===== src/rtl/mem_arbiter.sv =====
// rtl/mem_arbiter.sv - arbitrates fetch and data ports onto one memory port with ack timeout
// Define MEM_ARB_RR_EN for round-robin grant on simultaneous requests (default: data port wins).
module mem_arbiter #(
  parameter int TIMEOUT_CYCLES = 64
) (
  input  logic        clk_i,
  input  logic        rst_i,
  input  logic        if_req_i,
  input  logic [31:0] if_addr_i,
  output logic [31:0] if_data_o,
  output logic        if_hit_o,
  input  logic        dm_req_i,
  input  logic        dm_we_i,
  input  logic [31:0] dm_addr_i,
  input  logic [31:0] dm_wdata_i,
  input  logic [3:0]  dm_be_i,
  output logic [31:0] dm_rdata_o,
  output logic        dm_hit_o,
  output logic        mem_req_o,
  output logic        mem_we_o,
  output logic [31:0] mem_addr_o,
  output logic [31:0] mem_wdata_o,
  output logic [3:0]  mem_be_o,
  input  logic        mem_ack_i,
  input  logic [31:0] mem_rdata_i,
  output logic        err_o
);

  localparam int CW = $clog2(TIMEOUT_CYCLES + 1);

  typedef enum logic [1:0] {IDLE, IF_ACC, DM_ACC, DONE} state_t;

  state_t      state_q, state_d;
  logic [CW-1:0] wait_q;
  logic        cmd_we_q;
  logic [31:0] cmd_addr_q, cmd_wdata_q;
  logic [3:0]  cmd_be_q;
  logic        sel_dm_q;
  logic        err_q;
  logic [31:0] if_data_q, dm_rdata_q;
  logic        grant_dm, grant_if, in_acc, expired;

`ifdef MEM_ARB_RR_EN
  logic last_dm_q;

  // On a tie the port that was not granted last wins; reset value favours data first.
  assign grant_dm = dm_req_i && (!if_req_i || !last_dm_q);
`else
  assign grant_dm = dm_req_i;
`endif
  assign grant_if = if_req_i && !grant_dm;

  assign in_acc  = (state_q == IF_ACC) || (state_q == DM_ACC);
  assign expired = in_acc && !mem_ack_i && (wait_q == CW'(TIMEOUT_CYCLES - 1));

  always_ff @(posedge clk_i) begin
    if (rst_i) state_q <= IDLE;
    else       state_q <= state_d;
  end

  always_comb begin
    state_d = state_q;
    case (state_q)
      IDLE: begin
        if (grant_dm)      state_d = DM_ACC;
        else if (grant_if) state_d = IF_ACC;
      end
      IF_ACC, DM_ACC: begin
        if (mem_ack_i || expired) state_d = DONE;
      end
      DONE:    state_d = IDLE;
      default: state_d = IDLE;
    endcase
  end

  always_ff @(posedge clk_i) begin
    if (rst_i) begin
      wait_q      <= '0;
      cmd_we_q    <= 1'b0;
      cmd_addr_q  <= 32'h0;
      cmd_wdata_q <= 32'h0;
      cmd_be_q    <= 4'h0;
      sel_dm_q    <= 1'b0;
      err_q       <= 1'b0;
      if_data_q   <= 32'h0;
      dm_rdata_q  <= 32'h0;
`ifdef MEM_ARB_RR_EN
      last_dm_q   <= 1'b0;
`endif
    end else begin
      case (state_q)
        IDLE: begin
          if (grant_dm || grant_if) begin
            wait_q   <= '0;
            err_q    <= 1'b0;
            sel_dm_q <= grant_dm;
`ifdef MEM_ARB_RR_EN
            last_dm_q <= grant_dm;
`endif
          end
          if (grant_dm) begin
            cmd_we_q    <= dm_we_i;
            cmd_addr_q  <= dm_addr_i;
            cmd_wdata_q <= dm_wdata_i;
            cmd_be_q    <= dm_be_i;
          end else if (grant_if) begin
            cmd_we_q    <= 1'b0;
            cmd_addr_q  <= if_addr_i;
            cmd_wdata_q <= 32'h0;
            cmd_be_q    <= 4'hF;
          end
        end
        IF_ACC, DM_ACC: begin
          // A store completion leaves the load data register untouched.
          if (mem_ack_i) begin
            if (state_q == IF_ACC)  if_data_q  <= mem_rdata_i;
            else if (!cmd_we_q)     dm_rdata_q <= mem_rdata_i;
          end else if (expired) begin
            err_q <= 1'b1;
            if (state_q == IF_ACC) if_data_q  <= 32'h0;
            else                   dm_rdata_q <= 32'h0;
          end else begin
            wait_q <= wait_q + CW'(1);
          end
        end
        default: ;
      endcase
    end
  end

  assign mem_req_o   = in_acc;
  assign mem_we_o    = cmd_we_q;
  assign mem_addr_o  = cmd_addr_q;
  assign mem_wdata_o = cmd_wdata_q;
  assign mem_be_o    = cmd_be_q;
  assign if_data_o   = if_data_q;
  assign dm_rdata_o  = dm_rdata_q;
  assign if_hit_o    = (state_q == DONE) && !sel_dm_q;
  assign dm_hit_o    = (state_q == DONE) && sel_dm_q;
  assign err_o       = (state_q == DONE) && err_q;

endmodule


===== config.mk =====
export PLATFORM = sky130hd
export DESIGN_NAME = mem_arbiter
export DESIGN_NICKNAME = d
export VERILOG_FILES = /design/src/rtl/mem_arbiter.sv
export SDC_FILE = /design/constraint.sdc
export NUM_CORES = 1
export LEC_CHECK = 0
export CORE_MARGIN = 1.5
export CORE_UTILIZATION = 42
export CTS_BUF_LIST = sky130_fd_sc_hd__clkbuf_2
export DETAILED_ROUTE_END_ITERATION = 7
export PLACE_DENSITY = 0.89
export SYNTH_ARGS = -nofsm -noshare
export SYNTH_HDL_FRONTEND = slang
export SYNTH_SLANG_ARGS = --single-unit

===== constraint.sdc =====
create_clock -name clk_i -period 2.2 [get_ports clk_i]
set_input_delay 0.44 -clock clk_i [delete_from_list [all_inputs] [get_ports clk_i]]
set_output_delay 0.44 -clock clk_i [all_outputs]
set_load 0.01 [all_outputs]

==> results_slide.txt <==
Synthesis and Place & Route Summary

Outcome
  • Status: complete, no violations

Drt
  • 1st-iter DRT viols: 597
  • Routed wl met2: 9020 um
  • Residual DRC: 0
  • Top Metal Used: met4
  • Met3 wire length: 1630 um
  • Vias per std cell: 5.46
  • DRT Pass-1 Iters: 7
  • Antenna viol nets, final: 0

Global route
  • Vias in the first global route: 5220
  • Largest net degree at the start of global routing: 69
  • First-pass GRT wire length: 27800 um
  • GRT overflow: 0
  • Antenna violations before repair: 1
  • GR peak layer: met2
  • Met2 Use GR: 44.4%

CTS
  • Cts hold-fix bufs: 0
  • Clk latency late pin: 0.68 ns
  • Clock transition at the registers of the reported paths: 0.20 ns
  • Clk sinks: 144
  • Bufs on Longest Clock Path: 2
  • Num CTS Buffers: 17
  • CTS tree: done
  • CTS H-tree depth: 4
  • CTS Root Cell: clkbuf_2

Setup path
  • Critical Path End Type: output pin
  • Startpoint Class: flip-flop
  • R2R Path Start: state_q[0]$_SDFFE_PP0P_
  • Worst-path fanout max: 2
  • Buf/Inv on CP: 1
  • Crit. Startpoint: if_data_o[31]$_SDFFE_PP0P_
  • Crit path cell chain: clkdlybuf4s50_1
  • Worst path depth: 1
  • WS Path Type: flip-flop to output pin
  • CP required: 1.76 ns
  • Worst Path Arrival: 1.66 ns
  • Worst r2r path cells: 8
  • CP max stage delay: 0.56 ns

Power and ir drop
  • Peak supply drop: 0.641 mV
  • Leak Pwr: 3.33 nW
  • Pwr/cell area: 958 nW/um^2

Finish
  • Fillers: 963
  • Syn-to-layout area delta: 55.4%
  • Non-Filler Instances: 1025
  • Most frequent cells in the layout: clkdlybuf4s50_1 (262), dfxtp_1 (138), nor2_1 (75), a21oi_1 (40), nand3_1 (37)
  • Commonest Layout Cell: clkdlybuf4s50_1
  • Final Cell Area: 8700 sq um
  • Post-layout util: 67.8%
  • Post-layout nets: 983

STA
  • Max-slew violations: 0
  • Setup WS post-layout: 0.102 ns
  • Setup Skew: 0.0271 ns
  • RSZ-0062 raised after global routing: true
  • Final min period: 2.10 ns
  • Min Hold Slack: 0.122 ns
  • Hold violation count in the final report: 0
  • Worst-Margin Slew: 0.589 ns
  • Rel. slew slack: 60.8%
  • Setup-failing EPs final: 0
  • TNS Setup: 0 ns

Synth
  • Unique cell types: 49
  • Dominant combinational family: AND-OR/OR-AND gates
  • Post-Syn Area: 5590 sq um
  • Yosys adder share: 0.895%
  • Mapped Cells: 582
  • Synth Register Bits: 144
  • Synth Warn #: 0
  • XOR-XNOR Cells, Area Fraction: 0%
  • Post-synth EDFFs: 0
  • Async set-reset flop share out of synthesis: 0%
  • Ys cells: 582
  • Mux frac, synth: 5.93%
  • Commonest flop: dfxtp_1

Floorplan
  • # rows: 41
  • CORE AREA: 12800 sq um
  • I/O pin cnt: 275
  • Init Core Util: 43.6%
  • Die W: 118 um

Placed design
  • Setup WS pre-CTS: 0.122 ns
  • Placed instance count: 993
  • Port-buffer cells: 274
  • Placer congestion estimate: 0.832
  • DP HPWL: 13100 um

Worst hold path
  • HP Class: input pin to flip-flop

Run
  • Max Cap Viol: 0
-- cell usage after synthesis (4+ instances only) --
library cell	n	share of area, %
a21oi_1	40	3.6
a22o_1	32	5.0
nand3_1	37	3.3
clkbuf_1	21	1.4
a22oi_1	33	4.4
dfxtp_1	144	52
nand2b_1	5	0.56
nor3_1	4	0.36
ha_1	4	0.89
and2_1	4	0.45
nand2_1	7	0.47
a211oi_1	32	4.3
inv_1	4	0.27
mux2i_1	32	5.7
buf_2	25	2.2
nor2_1	75	5.0
o21ai_0	35	3.1
-- worst register-to-register path, cell delays in order (launching register included) --
cell      delay [ns]
dfxtp_4         0.41
buf_6           0.10
inv_1           0.05
ha_4            0.28
buf_4           0.21
nor3b_1         0.24
o211ai_1        0.17
or3_1           0.36
o21ai_1         0.07
-- cell type report --
class / count / area (sq um) / share of cell area, %
timing repair buffer: 294 / 2940 / 33.8
clock buffer: 22 / 110 / 1.27
inverter: 4 / 15.0 / 0.173
tap: 172 / 215 / 2.47
antenna: 1 / 2.50 / 0.0288
sequential: 144 / 2890 / 33.3
multi-input combinational: 380 / 2460 / 28.2
clock inverter: 8 / 67.6 / 0.777
-- path summary, 6_finish.rpt --
check	endpoint	slack, ns
worst max-delay path	if_data_o[31]	0.10
worst min-delay path	mem_we_o$_SDFFE_PP0P_	0.12
worst max register to register	wait_q[3]$_SDFFE_PP0P_	0.24
worst min register to register	if_data_o[3]$_SDFFE_PP0P_	0.49
-- where the power goes --
group	internal (mW)	switching, mW	total, mW	leakage (nW)
clock network	0.403	0.876	1.28	0.121
logic	1.84	1.68	3.52	2.03
registers	3.20	0.337	3.53	1.18
-- timing repair --
| item | 4_1_cts | 5_1_grt |
|---|---|---|
| setup endpoints to repair | 4 | 14 |
| buffers inserted | 1 | 0 |
| gates resized | 13 | 18 |
| pin swaps | 0 | 1 |
Figure 1. Layout detail.
The bar under the picture is 5 um long. Region (79, 79) to (99, 99) um. Cells in grey, sequential cells in the stronger grey; small squares are vias.
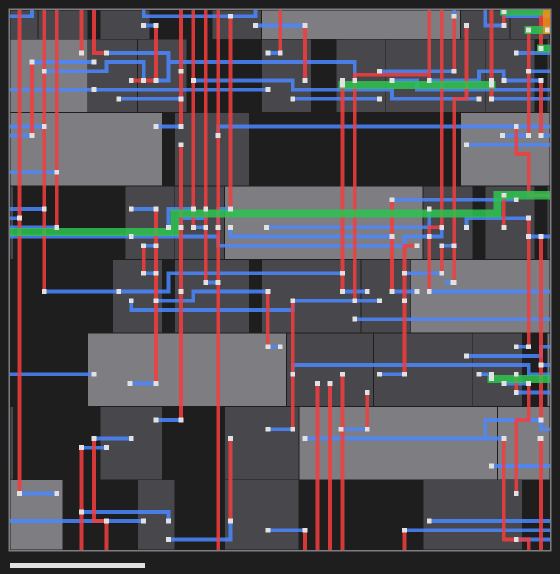
- red: met2
- green: met3
- orange: met4
- blue: met1
- sequential cells in the window: 5
- most frequent: o21ai_0 (5), dfxtp_1 (5)
- cells with their middle in the window: 28
- netlist names of flops here include: if_data_o (4), dm_rdata_o (1)

Figure 2. Wiring heat map.
The die is cut into 24 by 24 equal tiles; white is low, dark blue is high, scaled to the fullest tile. Values are wire area over tile area, all layers added.
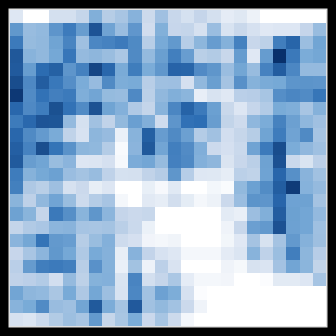
- mean over tiles: 0.21
- densest ninth of the die: upper left
- tiles over half the peak: 32%
- nearly empty tiles: 10%
Avg WL per Cell: 17.3 um
total routed wirelength: 17800 um
routed vias: 5599
Total Routing Usage GR: 25.3%

Power figures rest on the tool's default switching activity, not on a simulated workload.
